Fig. 1: drive-strength map
Bar = 20 um.
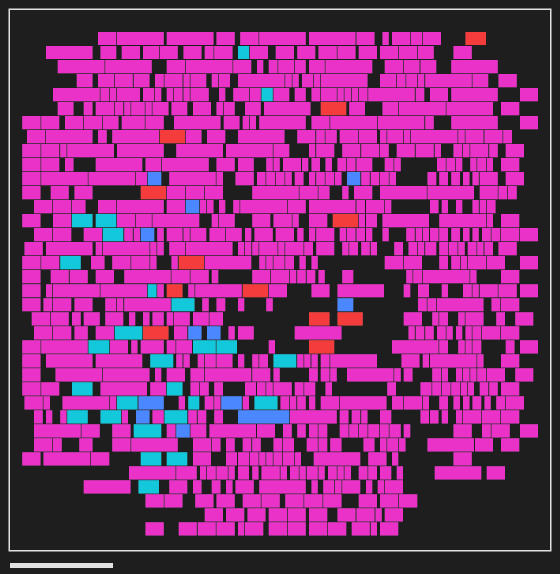
Fig. 2: the clock network
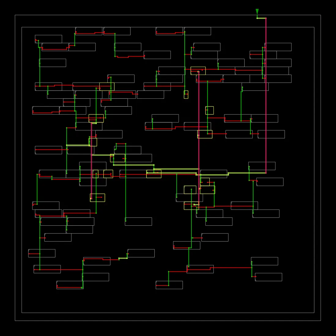
Fig. 3: the metal 4 layer
Bar = 20 um.
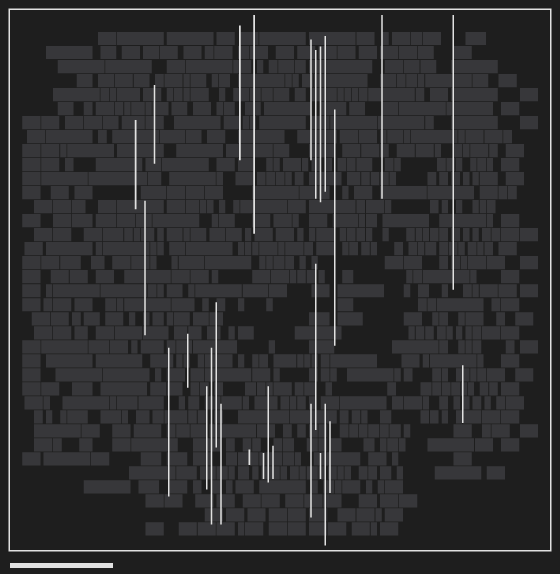
Fig. 4: metal layers overlaid
Only two layers are drawn.
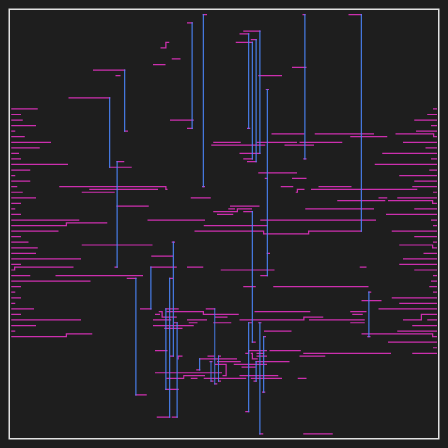
Fig. 5: met2 routing
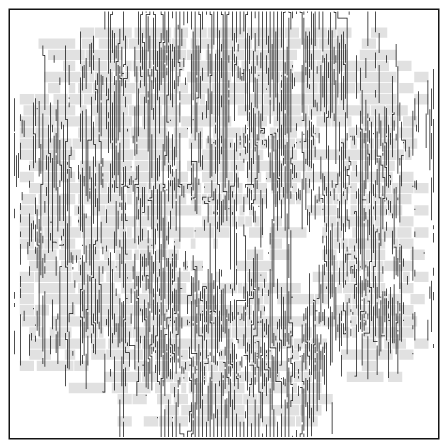
--- src/rtl/writeback_stage_p.sv ---
// Registered writeback: selects ALU / load / link result, formats loads, drives the regfile write port.
// Latency: 1 cycle from acceptance (or from the late memory response) to wb_valid/RegW_en.
// Backpressure: in_ready drops while waiting for a late load response; one instruction per cycle otherwise.
module writeback_stage_p #(
    parameter int DATA_W     = 32,
    parameter int REG_ADDR_W = 5,
    parameter int LO_W       = 2,
    parameter int CNT_W      = 32
) (
    input  logic                  clk,
    input  logic                  reset,
    input  logic                  in_valid,
    output logic                  in_ready,
    input  logic                  RegW_en_init,
    input  logic [REG_ADDR_W-1:0] RegD_init,
    input  logic [1:0]            src_sel,
    input  logic [DATA_W-1:0]     alu_result,
    input  logic [DATA_W-1:0]     link_addr,
    input  logic [1:0]            ld_size,
    input  logic                  ld_unsigned,
    input  logic [LO_W-1:0]       addr_lo,
    input  logic                  mem_rsp_valid,
    input  logic [DATA_W-1:0]     memReadVal,
    output logic [DATA_W-1:0]     WriteData,
    output logic [REG_ADDR_W-1:0] RegD,
    output logic                  RegW_en,
    output logic                  wb_valid,
    output logic                  busy,
    output logic [CNT_W-1:0]      retired_count
);

    typedef enum logic {IDLE, WAIT_MEM} state_t;

    state_t                  state_q, state_d;
    logic                    regw_lat_q, regw_lat_d;
    logic [REG_ADDR_W-1:0]   regd_lat_q, regd_lat_d;
    logic [1:0]              ld_size_q, ld_size_d;
    logic                    ld_unsigned_q, ld_unsigned_d;
    logic [LO_W-1:0]         addr_lo_q, addr_lo_d;
    logic [DATA_W-1:0]       write_data_q, write_data_d;
    logic [REG_ADDR_W-1:0]   regd_q, regd_d;
    logic                    regw_en_q, regw_en_d;
    logic                    wb_valid_q, wb_valid_d;
    logic [CNT_W-1:0]        retired_count_q, retired_count_d;

    logic [1:0]              fmt_size;
    logic                    fmt_uns;
    logic [LO_W-1:0]         fmt_lo;
    logic [LO_W-1:0]         off_mask;
    logic [LO_W-1:0]         fmt_off;
    logic [DATA_W-1:0]       shifted;
    logic [DATA_W-1:0]       keep_mask;
    logic [DATA_W-1:0]       load_val;
    logic                    sign_bit;

    // Load formatting: shift the addressed lane down to bit 0, then zero/sign-extend it.
    // While waiting, the load descriptor comes from the latched copy, not the (ignored) inputs.
    always_comb begin
        fmt_size  = (state_q == WAIT_MEM) ? ld_size_q     : ld_size;
        fmt_uns   = (state_q == WAIT_MEM) ? ld_unsigned_q : ld_unsigned;
        fmt_lo    = (state_q == WAIT_MEM) ? addr_lo_q     : addr_lo;
        off_mask  = '0;
        keep_mask = '1;
        case (fmt_size)
            2'b00: begin
                off_mask  = '1;
                keep_mask = DATA_W'(8'hFF);
            end
            2'b01: begin
                off_mask  = ~LO_W'(1);
                keep_mask = DATA_W'(16'hFFFF);
            end
            2'b10: begin
                // On a 32-bit datapath the word mask clears every offset bit: pass-through.
                off_mask  = ~LO_W'(3);
                keep_mask = DATA_W'(32'hFFFF_FFFF);
            end
            default: begin
                off_mask  = '0;
                keep_mask = '1;
            end
        endcase
        fmt_off = fmt_lo & off_mask;
        shifted = memReadVal >> {fmt_off, 3'b000};
        case (fmt_size)
            2'b00:   sign_bit = shifted[7];
            2'b01:   sign_bit = shifted[15];
            2'b10:   sign_bit = shifted[31];
            default: sign_bit = 1'b0;
        endcase
        load_val = (shifted & keep_mask) | ({DATA_W{sign_bit & ~fmt_uns}} & ~keep_mask);
    end

    // Next-state, load-descriptor latch and retirement result selection.
    always_comb begin
        logic                  retire;
        logic [DATA_W-1:0]     res_data;
        logic [REG_ADDR_W-1:0] res_regd;
        logic                  res_wen;

        retire        = 1'b0;
        res_data      = alu_result;
        res_regd      = RegD_init;
        res_wen       = RegW_en_init;
        state_d       = state_q;
        regw_lat_d    = regw_lat_q;
        regd_lat_d    = regd_lat_q;
        ld_size_d     = ld_size_q;
        ld_unsigned_d = ld_unsigned_q;
        addr_lo_d     = addr_lo_q;

        case (state_q)
            IDLE: begin
                if (in_valid) begin
                    if (src_sel == 2'b01 && !mem_rsp_valid) begin
                        regw_lat_d    = RegW_en_init;
                        regd_lat_d    = RegD_init;
                        ld_size_d     = ld_size;
                        ld_unsigned_d = ld_unsigned;
                        addr_lo_d     = addr_lo;
                        state_d       = WAIT_MEM;
                    end else begin
                        retire = 1'b1;
                        case (src_sel)
                            2'b01:   res_data = load_val;
                            2'b10:   res_data = link_addr;
                            default: res_data = alu_result;
                        endcase
                    end
                end
            end
            WAIT_MEM: begin
                if (mem_rsp_valid) begin
                    retire   = 1'b1;
                    res_data = load_val;
                    res_regd = regd_lat_q;
                    res_wen  = regw_lat_q;
                    state_d  = IDLE;
                end
            end
            default: state_d = IDLE;
        endcase

        wb_valid_d      = retire;
        regw_en_d       = retire & res_wen & (res_regd != '0);
        write_data_d    = retire ? res_data : write_data_q;
        regd_d          = retire ? res_regd : regd_q;
        retired_count_d = retired_count_q + CNT_W'(retire);
    end

    // State, latched descriptor and registered outputs.
    always_ff @(posedge clk or negedge reset) begin
        if (!reset) begin
            state_q         <= IDLE;
            regw_lat_q      <= 1'b0;
            regd_lat_q      <= '0;
            ld_size_q       <= '0;
            ld_unsigned_q   <= 1'b0;
            addr_lo_q       <= '0;
            write_data_q    <= '0;
            regd_q          <= '0;
            regw_en_q       <= 1'b0;
            wb_valid_q      <= 1'b0;
            retired_count_q <= '0;
        end else begin
            state_q         <= state_d;
            regw_lat_q      <= regw_lat_d;
            regd_lat_q      <= regd_lat_d;
            ld_size_q       <= ld_size_d;
            ld_unsigned_q   <= ld_unsigned_d;
            addr_lo_q       <= addr_lo_d;
            write_data_q    <= write_data_d;
            regd_q          <= regd_d;
            regw_en_q       <= regw_en_d;
            wb_valid_q      <= wb_valid_d;
            retired_count_q <= retired_count_d;
        end
    end

    assign in_ready      = (state_q == IDLE);
    assign busy          = (state_q == WAIT_MEM);
    assign WriteData     = write_data_q;
    assign RegD          = regd_q;
    assign RegW_en       = regw_en_q;
    assign wb_valid      = wb_valid_q;
    assign retired_count = retired_count_q;

endmodule

--- config.mk ---
export PLATFORM = sky130hd
export DESIGN_NAME = writeback_stage_p
export DESIGN_NICKNAME = d
export VERILOG_FILES = /design/src/rtl/writeback_stage_p.sv
export SDC_FILE = /design/constraint.sdc
export NUM_CORES = 1
export LEC_CHECK = 0
export CORE_MARGIN = 2
export CORE_UTILIZATION = 49
export CTS_CLUSTER_DIAMETER = 50
export DETAILED_ROUTE_END_ITERATION = 10
export PLACE_DENSITY = 0.95
export SLEW_MARGIN = 20
export SYNTH_ARGS = -nofsm -noshare
export SYNTH_HDL_FRONTEND = slang
export SYNTH_SLANG_ARGS = --single-unit
--- constraint.sdc ---
create_clock -name clk -period 7.95 [get_ports clk]
set_input_delay 0.795 -clock clk [delete_from_list [all_inputs] [get_ports clk]]
set_output_delay 0.795 -clock clk [all_outputs]
set_load 0.01 [all_outputs]
==> impl_metrics.env <==
# implementation run metrics
export IMPL_status="completed"
export IMPL_cp_top_family="simple AND/OR/NAND/NOR gates"
export IMPL_power_total_w=0.001268
export IMPL_clock_latency_ps=350
export IMPL_worstSetupEndpointType="flop"
export IMPL_setup_viol=0
export IMPL_worst_pin_slew_ps=1165
export IMPL_ys_chip_area_um2=4980
export IMPL_cts_hold_buf=0
export IMPL_synthCells=597
export IMPL_wirelength_um=17210
export IMPL_fmax_mhz=293.2
export IMPL_yosysMostFrequentCell="nor2_1"
export IMPL_worstPathRequired_ps=8190
export IMPL_powerDensity_nw_per_um2=178.9
export IMPL_period_used=0.4290
export IMPL_top_logic_kind="simple AND/OR/NAND/NOR gates"
export IMPL_highest_layer="met4"
export IMPL_wl_met2_um=8377
export IMPL_cts_tree="built"
export IMPL_worst_path_buf_inv=2
export IMPL_cts_htree_levels=3
export IMPL_nNetsFinal=879
export IMPL_powerSeq_w=0.000549
export IMPL_path_depth=12
export IMPL_drt_met1_wl_um=6811
export IMPL_ys_warn_count=0
export IMPL_drive_gt1_frac=0.06519
export IMPL_clock_skew_ps=9.140
export IMPL_crit_type="in2reg"
export IMPL_slew_headroom=0.2212
export IMPL_post_dp_cell_area_um2=6894
## Picture notes: Fig. 1
color	size	cells
red	x6 and larger	12
cyan	x2	26
magenta	x1 and smaller	717
blue	x3 and x4	12

## Picture notes: Fig. 2
clock group power: 0.000283 W
TritonCTS Buffers: 9
Num Clock Sinks: 83

## Picture notes: Fig. 3
longest straight run	53.0 um
share of all routed wire	3.8%
nets with wire on the layer	27
main direction	vertical
wire length on this layer	657 um

## Picture notes: Fig. 4
color	layer	wire length
magenta	M3	1,360 um
blue	M4	657 um

## Picture notes: Fig. 5
nets with wire on the layer	766
share of all routed wire	49%

Power and IR drop assume default switching activity.
